**Wiring by layer**

(3 px per um) Only two layers are drawn.
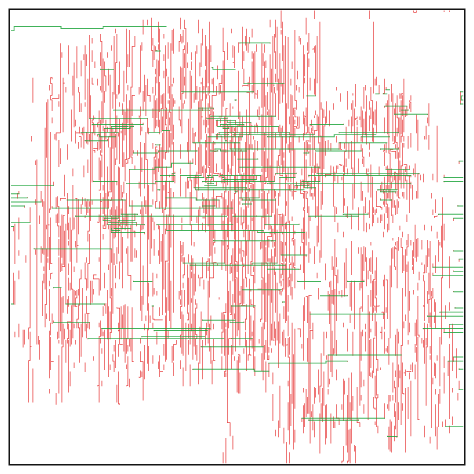
**I/O nets highlighted**

(2 px per um)
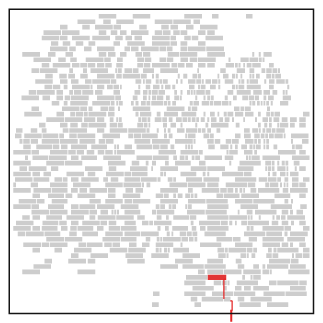
**Sizing map**

(3 px per um)
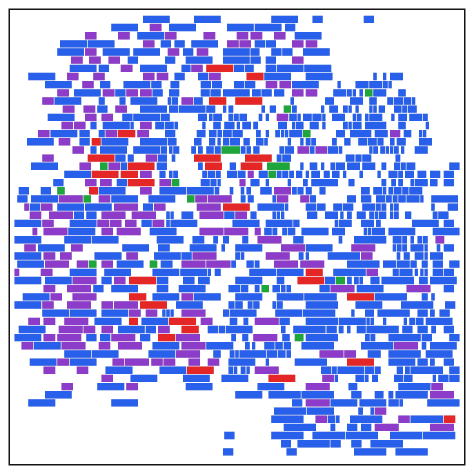
**Placed standard cells**

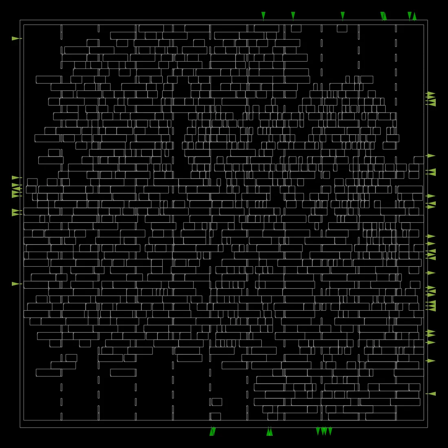
--- src/rtl/cd_stack.sv ---
// cd_stack: parametrised single-cycle datapath with a 16-entry register file,
// an 8-op ALU with zero/carry flags and a hardware return-address stack.
// Program memory is external: pc_o is the fetch address and instr_i comes back
// in the same cycle. Control inputs come from a combinational decoder.
module cd_stack #(
   parameter int DW  = 8,   // data/register width, >= 8
   parameter int AW  = 10,  // PC width, <= 10
   parameter int RSD = 4,   // return-stack depth, >= 2
   parameter int LW  = 3    // width of stk_level, 2**LW > RSD
)(
   input  logic          clk,
   input  logic          reset,
   input  logic [15:0]   instr_i,
   output logic [AW-1:0] pc_o,
   input  logic          s_inc,
   input  logic          s_inm,
   input  logic          we3,
   input  logic          wez,
   input  logic          wec,
   input  logic [2:0]    op_alu,
   input  logic          push,
   input  logic          pop,
   output logic          z,
   output logic          c,
   output logic [5:0]    opcode,
   output logic [LW-1:0] stk_level,
   output logic          stk_ovf,
   output logic          stk_unf
);

   localparam int IW = (RSD > 1) ? $clog2(RSD) : 1;

   // ALU: returns {carry, result}; carry is meaningful only for add/sub.
   function automatic logic [DW:0] alu_calc(input logic [2:0] op,
                                            input logic [DW-1:0] a,
                                            input logic [DW-1:0] b);
      logic [DW:0] r;
      r = '0;
      case (op)
         3'b000:  r = {1'b0, a};
         3'b001:  r = {1'b0, ~a};
         3'b010:  r = {1'b0, a} + {1'b0, b};
         3'b011:  r = {(a < b), a - b};
         3'b100:  r = {1'b0, a & b};
         3'b101:  r = {1'b0, a | b};
         3'b110:  r = {1'b0, ~a + 1'b1};
         default: r = {1'b0, ~b + 1'b1};
      endcase
      return r;
   endfunction

   logic [DW-1:0] rf [16];
   logic [AW-1:0] stk [RSD];

   logic [3:0]    ra, rb, rd;
   logic [DW-1:0] rd_a, rd_b, imm, alu_res, wd;
   logic [DW:0]   alu_out;
   logic          alu_c, alu_z;

   logic [AW-1:0] pc_inc, pc_nxt;
   logic [LW-1:0] lvl_nxt, top_idx;
   logic          ovf_nxt, unf_nxt, do_push;

   assign opcode = instr_i[15:10];
   assign ra     = instr_i[11:8];
   assign rb     = instr_i[7:4];
   assign rd     = instr_i[3:0];
   assign imm    = DW'(instr_i[11:4]);

   // R0 is hard-wired to zero; reads see the value before this cycle's write.
   assign rd_a = (ra == 4'd0) ? '0 : rf[ra];
   assign rd_b = (rb == 4'd0) ? '0 : rf[rb];

   assign alu_out = alu_calc(op_alu, rd_a, rd_b);
   assign alu_res = alu_out[DW-1:0];
   assign alu_c   = alu_out[DW];
   assign alu_z   = (alu_res == '0);
   assign wd      = s_inm ? imm : alu_res;

   assign pc_inc  = pc_o + AW'(1);
   assign top_idx = stk_level - LW'(1);

   // Next PC and stack bookkeeping; pop outranks push and the jump.
   always_comb begin
      pc_nxt  = pc_inc;
      lvl_nxt = stk_level;
      ovf_nxt = stk_ovf;
      unf_nxt = stk_unf;
      do_push = 1'b0;
      if (pop) begin
         if (stk_level != '0) begin
            pc_nxt  = stk[IW'(top_idx)];
            lvl_nxt = top_idx;
         end else begin
            unf_nxt = 1'b1;
         end
      end else begin
         if (!s_inc)
            pc_nxt = instr_i[AW-1:0];
         if (push) begin
            if (stk_level < LW'(RSD)) begin
               do_push = 1'b1;
               lvl_nxt = stk_level + LW'(1);
            end else begin
               ovf_nxt = 1'b1;
            end
         end
      end
   end

   // Control state: PC, flags, stack level and sticky error flags.
   always_ff @(posedge clk or negedge reset) begin
      if (!reset) begin
         pc_o      <= '0;
         z         <= 1'b0;
         c         <= 1'b0;
         stk_level <= '0;
         stk_ovf   <= 1'b0;
         stk_unf   <= 1'b0;
      end else begin
         pc_o      <= pc_nxt;
         stk_level <= lvl_nxt;
         stk_ovf   <= ovf_nxt;
         stk_unf   <= unf_nxt;
         if (wez) z <= alu_z;
         if (wec) c <= alu_c;
      end
   end

   // Register file write port; writes to R0 are dropped.
   always_ff @(posedge clk or negedge reset) begin
      if (!reset) begin
         for (int i = 0; i < 16; i++)
            rf[i] <= '0;
      end else if (we3 && (rd != 4'd0)) begin
         rf[rd] <= wd;
      end
   end

   // Return-stack storage; entries above stk_level are never read, so no reset.
   always_ff @(posedge clk) begin
      if (do_push)
         stk[IW'(stk_level)] <= pc_inc;
   end

endmodule

--- config.mk ---
export PLATFORM = sky130hd
export DESIGN_NAME = cd_stack
export DESIGN_NICKNAME = d
export VERILOG_FILES = /design/src/rtl/cd_stack.sv
export SDC_FILE = /design/constraint.sdc
export NUM_CORES = 1
export LEC_CHECK = 0
export CAP_MARGIN = 20
export CORE_UTILIZATION = 50
export DETAILED_ROUTE_END_ITERATION = 6
export PLACE_DENSITY = 0.68
export SLEW_MARGIN = 20
export SYNTH_ARGS = -nofsm -noshare
export SYNTH_HDL_FRONTEND = slang
export SYNTH_SLANG_ARGS = --single-unit
--- constraint.sdc ---
create_clock -name clk -period 8 [get_ports clk]
set_clock_uncertainty 0.2 [all_clocks]
set_input_delay 1.6 -clock clk [delete_from_list [all_inputs] [get_ports clk]]
set_output_delay 1.6 -clock clk [all_outputs]
set_load 0.01 [all_outputs]
==> CHANGELOG.md <==
## Flow update

* Outcome: completed
* Post-layout minimum cycle time at 6.591 ns
* Post-CTS Setup Bufs at 0
* Gates resized, CTS repair at 0
* Vias in the first global route at 7,501
* Cell Pwr Density at 305.7 mW/mm^2
* CP max stage delay at ~1 ns
* Fp util at between 50% and 60%
* Biggest regs: rf x128, stk x40, pc_o x10
* Slack of the worst reg-to-reg path at 3.12 ns
* FFs w/ async S/R, synth at 78.38%
* Worst R2R Start: rf[65]$_DFFE_PN0P_
* Core ar. at 0.02182 mm^2
* R2r endpoint: rf[78]$_DFFE_PN0P_
* Logic area at a little under 0.006 mm^2
* Final Hold Violation Tally at 0
* Seq share, synth at 43.29%
* Simple Share, Synth at 7.313%
* Max-slew violations at 0
* Area delta synth->final at 9.982%
* Buf/Inv on CP at 2
* Max reg flops at 128
* Crit end category: flop
* IO buf count at 42
* Layout cell share with drive strength beyond 1 at 24.25%
* Worst Setup SP: instr_i[10]
* Yosys top cell by instances: dfrtp_1
* Synth area leaders: dfrtp_1, mux2_2, edfxtp_1
* Critical Path Sink: rf[78]$_DFFE_PN0P_
* Crit path cell chain: clkdlybuf4s50_1 -> mux4_2 -> mux2i_1 -> nor2_1 -> a21oi_1 -> inv_1 -> fa_1 -> nor2b_1 -> o21ai_0 -> a21oi_1 -> o21ai_0 -> a311oi_1 -> xnor2_1 -> a2bb2oi_1 -> a41oi_2 -> mux2_1
* Setup crit start kind: input port
* DP Area at 0.01163 mm^2
* Cell family with most CP delay: AND-OR/OR-AND gates
* Worst Hold Class: reg -> reg
* Worst Tran Pin Value at 0.9475 ns
* Stages on worst setup path at 16
* Fin crit share at 82.38%
* Tool warning count at 43
* Syn_area_per_cell at between 10 and 15 um^2
* Net count of the finished layout at 983
* Max Cap Viol at 0
* CTS HTree Levels at 4
* Post-DR wirelength/cell at 22.39 um
About 'wiring by layer':
color	layer	wire length
red	M2	12,300 um
green	M3	2,010 um

About 'I/O nets highlighted':
color	port	bits	direction	edge	end cells	buffers	wire
red	stk_unf	1	output	bottom	1	1	17.8 um

About 'sizing map':
color	size	cells	share	most used
purple	x2	180	19%	mux2_2
blue	x1 and smaller	709	76%	dfrtp_1
red	x6 and larger	31	3.3%	clkbuf_16
green	x3 and x4	16	1.7%	buf_4

About 'placed standard cells':
Site Rows: 54
flop count: 185

==> power by group <==
group	switching, W	internal (W)	leakage (nW)
combinational	0.000686	0.000707	2.62
clock	0.000451	0.000434	0.304
sequential	0.000215	0.00126	2.15
total	0.00135	0.00240	5.07
==> area by class of cell <==
class / count / share of cell area, %
Sequential cell: 185 / 39.36
Tap cell: 280 / 2.855
Inverter: 40 / 1.224
Timing Repair Buffer: 54 / 4.049
Multi-Input combinational cell: 625 / 47.33
Clock buffer: 17 / 3.467
Clock inverter: 15 / 1.713
==> per-layer routing <==
metal	GRT usage, %	up-vias	routed length (um)
met5	0	-	0
met4	8.450	0	666
met3	5.422	47	2009
met2	38.11	300	12350
met1	35.62	3829	12210
li1	-	3451	-
Power is estimated from default activity; no workload was simulated.
